## src/rtl/updown_pkg.sv

```systemverilog
// Shared types for the up/down counter stream monitor.
// Holds the FSM state encoding, step classes and direction codes.
`default_nettype none

package updown_pkg;

  typedef enum logic [1:0] {S_IDLE, S_ACQ, S_LOCK} mon_state_t;

  typedef enum logic [1:0] {STEP_UP, STEP_DOWN, STEP_HOLD, STEP_JUMP} step_t;

  localparam logic DIR_UP   = 1'b0;
  localparam logic DIR_DOWN = 1'b1;

endpackage

`default_nettype wire

```

## src/rtl/updown_step_classify.sv

```systemverilog
// Combinational step classifier: compares a sample against the previous one
// modulo 2^W and reports UP, DOWN, HOLD or JUMP.
`default_nettype none

module updown_step_classify
  import updown_pkg::*;
#(
  parameter int W = 4
) (
  input  logic [W-1:0] prev,
  input  logic [W-1:0] q_in,
  output step_t        step
);

  logic [W-1:0] w_diff;

  // Modular subtraction makes wrap-around (max->0, 0->max) a legal unit step.
  assign w_diff = q_in - prev;

  always_comb begin
    step = STEP_JUMP;
    if (w_diff == W'(1))
      step = STEP_UP;
    else if (w_diff == {W{1'b1}})
      step = STEP_DOWN;
    else if (w_diff == '0)
      step = STEP_HOLD;
  end

endmodule

`default_nettype wire

```

## src/rtl/updown_seq_monitor.sv

```systemverilog
// Receive-side checker for an up/down counter stream: recovers direction,
// declares lock after LOCK_CNT consistent steps, flags illegal steps and reversals.
`default_nettype none

module updown_seq_monitor
  import updown_pkg::*;
#(
  parameter int W        = 4,
  parameter int LOCK_CNT = 3,
  parameter int RUN_W    = 8
) (
  input  logic             clk,
  input  logic             reset,
  input  logic             valid,
  input  logic [W-1:0]     q_in,
  output logic             dir,
  output logic             locked,
  output logic             err,
  output logic             rev,
  output logic [RUN_W-1:0] run_len
);

  localparam logic [3:0] LOCK_M = 4'(LOCK_CNT);

  mon_state_t       state_q, state_d;
  logic [W-1:0]     prev_q, prev_d;
  logic [3:0]       match_q, match_d;
  logic             cand_q, cand_d;
  logic             dir_q, dir_d;
  logic             locked_q, locked_d;
  logic             err_q, err_d;
  logic             rev_q, rev_d;
  logic [RUN_W-1:0] run_q, run_d;

  step_t w_step;
  logic  w_legal;
  logic  w_step_dir;

  updown_step_classify #(.W(W)) u_classify (
    .prev (prev_q),
    .q_in (q_in),
    .step (w_step)
  );

  assign w_legal    = (w_step == STEP_UP) || (w_step == STEP_DOWN);
  assign w_step_dir = (w_step == STEP_DOWN) ? DIR_DOWN : DIR_UP;

  always_comb begin
    state_d  = state_q;
    prev_d   = prev_q;
    match_d  = match_q;
    cand_d   = cand_q;
    dir_d    = dir_q;
    locked_d = locked_q;
    err_d    = 1'b0;
    rev_d    = 1'b0;
    run_d    = run_q;
    if (valid) begin
      prev_d = q_in;
      case (state_q)
        S_IDLE: begin
          state_d = S_ACQ;
          match_d = '0;
        end
        S_ACQ: begin
          if (!w_legal) begin
            err_d   = 1'b1;
            match_d = '0;
          end else begin
            // A direction change while acquiring restarts the run without a rev pulse.
            if (match_q == '0 || w_step_dir == cand_q)
              match_d = match_q + 4'd1;
            else
              match_d = 4'd1;
            cand_d = w_step_dir;
            if (match_d == LOCK_M) begin
              state_d  = S_LOCK;
              locked_d = 1'b1;
              dir_d    = w_step_dir;
              run_d    = RUN_W'(match_d);
            end
          end
        end
        S_LOCK: begin
          if (!w_legal) begin
            err_d    = 1'b1;
            locked_d = 1'b0;
            match_d  = '0;
            run_d    = '0;
            state_d  = S_ACQ;
          end else if (w_step_dir == dir_q) begin
            if (run_q != {RUN_W{1'b1}})
              run_d = run_q + RUN_W'(1);
          end else begin
            dir_d  = w_step_dir;
            cand_d = w_step_dir;
            rev_d  = 1'b1;
            run_d  = RUN_W'(1);
          end
        end
        default: state_d = S_IDLE;
      endcase
    end
  end

  always_ff @(posedge clk or posedge reset) begin
    if (reset) begin
      state_q  <= S_IDLE;
      prev_q   <= '0;
      match_q  <= '0;
      cand_q   <= DIR_UP;
      dir_q    <= DIR_UP;
      locked_q <= 1'b0;
      err_q    <= 1'b0;
      rev_q    <= 1'b0;
      run_q    <= '0;
    end else begin
      state_q  <= state_d;
      prev_q   <= prev_d;
      match_q  <= match_d;
      cand_q   <= cand_d;
      dir_q    <= dir_d;
      locked_q <= locked_d;
      err_q    <= err_d;
      rev_q    <= rev_d;
      run_q    <= run_d;
    end
  end

  assign dir     = dir_q;
  assign locked  = locked_q;
  assign err     = err_q;
  assign rev     = rev_q;
  assign run_len = run_q;

endmodule

`default_nettype wire

```

## config.mk

```make
export PLATFORM = sky130hd
export DESIGN_NAME = updown_seq_monitor
export DESIGN_NICKNAME = d
export VERILOG_FILES = /design/src/rtl/updown_pkg.sv /design/src/rtl/updown_step_classify.sv /design/src/rtl/updown_seq_monitor.sv
export SDC_FILE = /design/constraint.sdc
export NUM_CORES = 1
export LEC_CHECK = 0
export ABC_AREA = 1
export CAP_MARGIN = 0
export CORE_MARGIN = 2
export CORE_UTILIZATION = 60
export DETAILED_ROUTE_END_ITERATION = 8
export PLACE_DENSITY = 0.85
export SYNTH_ARGS = -nofsm -noshare
export SYNTH_HDL_FRONTEND = slang
export SYNTH_SLANG_ARGS = --single-unit
```

## constraint.sdc

```tcl
create_clock -name clk -period 6 [get_ports clk]
set_clock_uncertainty 0.05 [all_clocks]
set_input_delay 0.6 -clock clk [delete_from_list [all_inputs] [get_ports clk]]
set_output_delay 0.6 -clock clk [all_outputs]
set_load 0.02 [all_outputs]
```

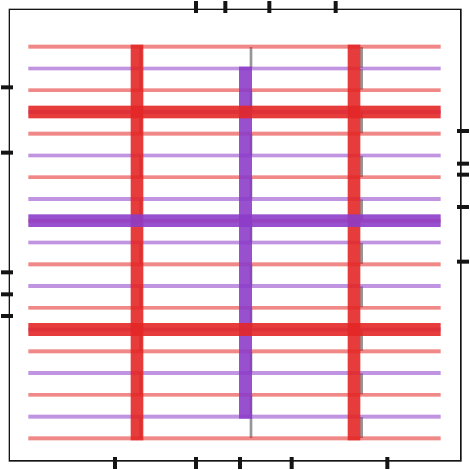
(images/pdn.png)
(8 px per um) Pins as bars on the die edge. Tap cells in grey.
[red] VSS
[purple] VDD
met1 rails: 19
met5 straps: 3
rows: 18
signal pins: 19
Core Box Area: 2520 sq um
Die X: 56.3 um
die height: 56.3 um
Max VDD drop: 0.221 mV

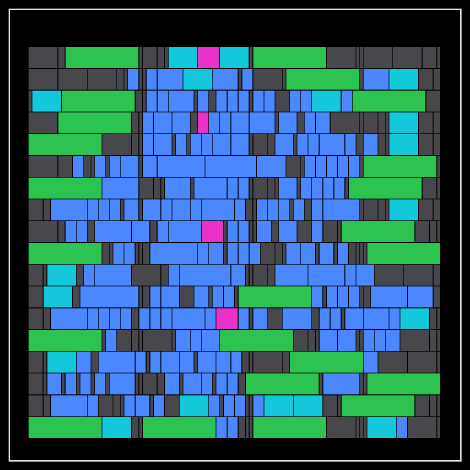
(images/cell_classes.png)
(8 px per um) Fill, decap, tap and diode cells in grey.
[blue] all other logic | cells: 185 | share of their area: 57%
[green] flip-flops | cells: 23 | share of their area: 32%
[cyan] other buffers and delay cells | cells: 18 | share of their area: 9.9%
[magenta] clock drivers and dummy loads | cells: 4 | share of their area: 1.4%

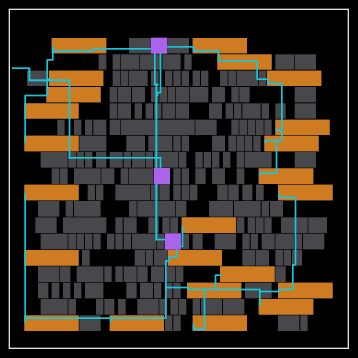
(images/clock_map.png)
(6 px per um)
[purple] cells driving clock nets | count: 3
[orange] flip-flops | count: 23
[cyan] clock wires | length: 299 um
routed clock nets: 4
flops lie: widely spread

==> results.sh <==
# flow metrics
export IMPL_cts_hold_buf=0
export IMPL_mi_logic_area_sq_um=931
export IMPL_warnings=30
export IMPL_sw_frac_of_total=0.459
export IMPL_nets=249
export IMPL_grt_ovfl_total=0
export IMPL_area_delta_synth_final_pct=13.7
export IMPL_antenna_left=0
export IMPL_crit_path_max_fanout=14
export IMPL_netlist_area_sq_um=1640
export IMPL_num_rows=18
export IMPL_powerSeq_w=0.000214
export IMPL_insertion_delay_ns=0.32
export IMPL_final_util=0.739
export IMPL_worstSetupStartpointType="input pin"
export IMPL_avgViaCountPerCell=5.40
export IMPL_grt_pass1_vias=1308
export IMPL_min_to="locked$_DFFE_PP0P_"
export IMPL_synthFlopType="dfrtp_1"
export IMPL_drv_slew=0
export IMPL_endpoint_kind="flop"
export IMPL_yosys_top_cells_area="dfrtp_1 (35%), nand2_1 (14%), ha_1 (7.6%)"
export IMPL_initialDrtViolationCount=66
export IMPL_n_antenna_cell=0
export IMPL_crit_chain="clkdlybuf4s50_1, inv_1, ha_1, inv_2, fa_1, nor2_1, nand2_1, nand3b_2, nand2_4, inv_2, nand2_2, nand2_1, nor2_1, nand2_1, nand2_1, o21ai_1"
export IMPL_place_hpwl_um=2550
export IMPL_ctsRootBufferMaster="clkbuf_4"
export IMPL_grt_pass1_wl_um=5600
export IMPL_power_frac_comb=0.516
export IMPL_fmax_ghz=0.347
export IMPL_relSlewSlack=0.407
export IMPL_critical_path_required_ns=6.17
export IMPL_synth_avg_cell_area_sq_um=7.77
export IMPL_p_sw_w=0.000273
export IMPL_yosysChipArea_sq_um=1640
export IMPL_ys_top_logic_family="simple AND/OR/NAND/NOR gates"
export IMPL_ys_flops=23
export IMPL_r2r_end="dir$_DFFE_PP0P_"
export IMPL_drt_drc_violations_left=0
export IMPL_place_inst=256
export IMPL_grt_max_degree=24
export IMPL_r2r_start="prev_q[0]$_DFFE_PP0P_"
export IMPL_cp_endpoint="dir$_DFFE_PP0P_"
export IMPL_min_path_cells=2
export IMPL_fillers=197
export IMPL_cp_slowest_cell="clkdlybuf4s50_1"
export IMPL_io_buffers=18
export IMPL_cts_htree_levels=1
export IMPL_p_clk_frac=0.123
export IMPL_ys_cells=211
export IMPL_final_common_cell="nand2_1"
export IMPL_ys_sh_simple=0.390
export IMPL_hold_path_class="flop to flop"
export IMPL_path_delay_family="simple AND/OR/NAND/NOR gates"
export IMPL_whs_ns=0.452
export IMPL_grt_busiest_layer="met2"
export IMPL_powerComb_w=0.000307
export IMPL_power_group_top="combinational logic"
export IMPL_clk_path_buf_depth=2
export IMPL_clk_power_w=0.0000732
export IMPL_post_dp_cell_area_sq_um=1840
export IMPL_critPathKind="input pin to flop"
export IMPL_edf_count=0
export IMPL_r2r_cells=14
export IMPL_synthesis_nets=229
export IMPL_io_pins=19
export IMPL_r2r_slack_ns=3.51
export IMPL_synth_xor_xnor_area_share=0.0427
export IMPL_top_cell_area_share=0.351
export IMPL_grt_util_met3=0.0207
export IMPL_tightest_slew_ns=0.889
export IMPL_synth_seq_share=0.351
export IMPL_setup_tns_final_ns=0
export IMPL_antenna_found_initial=0
export IMPL_chipArea_sq_um=3170
export IMPL_seq_power_share=0.361
export IMPL_path_buffers=4
export IMPL_yosysMostFrequentCell="nand2_1"
export IMPL_period_used=0.481
export IMPL_yosys_warnings=0
export IMPL_cts_post_setup_buffers_inserted=0
export IMPL_hold_viol=0
export IMPL_lay_top_cells="nand2_1 (63), inv_1 (26), dfrtp_1 (23), clkdlybuf4s50_1 (18), nor2_1 (15)"
export IMPL_firstDrtPassIters=4
export IMPL_cts_tree="built"
export IMPL_status="completed"
export IMPL_path_common_cell="nand2_1"
export IMPL_grt_total_usage=0.222
export IMPL_largest_area_cell="dfrtp_1"
export IMPL_drive_gt1_frac=0.117
export IMPL_internal_power_w=0.000322
export IMPL_async_flop_share=1.00
export IMPL_num_vias=1405
export IMPL_min_from="locked$_DFFE_PP0P_"
export IMPL_p_leak_nw=0.951
export IMPL_cts_buffers=3
export IMPL_gp_congestion=0.809
export IMPL_path_clk_slew_ns=0.13
export IMPL_crit_cells=16
export IMPL_compound_area_frac=0.0466
export IMPL_fin_area_sq_um=1860
export IMPL_final_min_clock_period_ns=2.88
export IMPL_powerDensity_nw_per_um2=319
export IMPL_layout_area_seq_sq_um=576
export IMPL_yosys_area_share_adder=0.0885
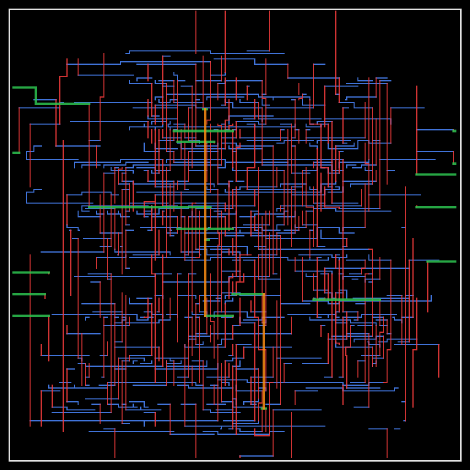
(images/metal_stack.png)
(8 px per um)
[blue] met1 | wire length: 1610 um
[red] met2 | wire length: 1630 um
[orange] met4 | wire length: 40.1 um
[green] met3 | wire length: 88.8 um

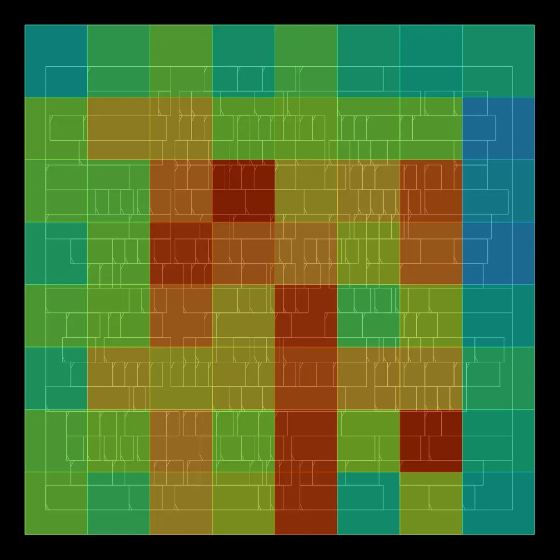
(images/final_congestion.png)
M1 GR Usage: 0.295
routed len/inst: 13.0 um

==> final cells by class <==
cell class,instances,share of cell area
multi-input combinational,155,0.500
sequential,23,0.309
timing repair buffer,18,0.0967
inverter,30,0.0604
tap,30,0.0201
clock buffer,4,0.0141
==> per-layer routing <==
layer / vias up / wire (um)
li1: 714 / -
met3: 5 / 88
met5: - / 0
met4: 0 / 40
met2: 26 / 1630
met1: 660 / 1610
==> state kept, by name (all words and copies together) (netlist names) <==
signal / flops
cand_q: 1
dir: 1
err: 1
locked: 1
match_q: 4
prev_q: 4
rev: 1
run_len: 8
state_q: 2
==> metrics by stage <==
step	total power, W	setup WS [ns]
after floorplan	0.000442	3.51
after global routing	0.000634	2.91
after global placement	0.000503	2.92
after detailed placement	0.000519	2.77
final	0.000594	3.12
after CTS	0.000595	3.13
Power is estimated from default activity; no workload was simulated.
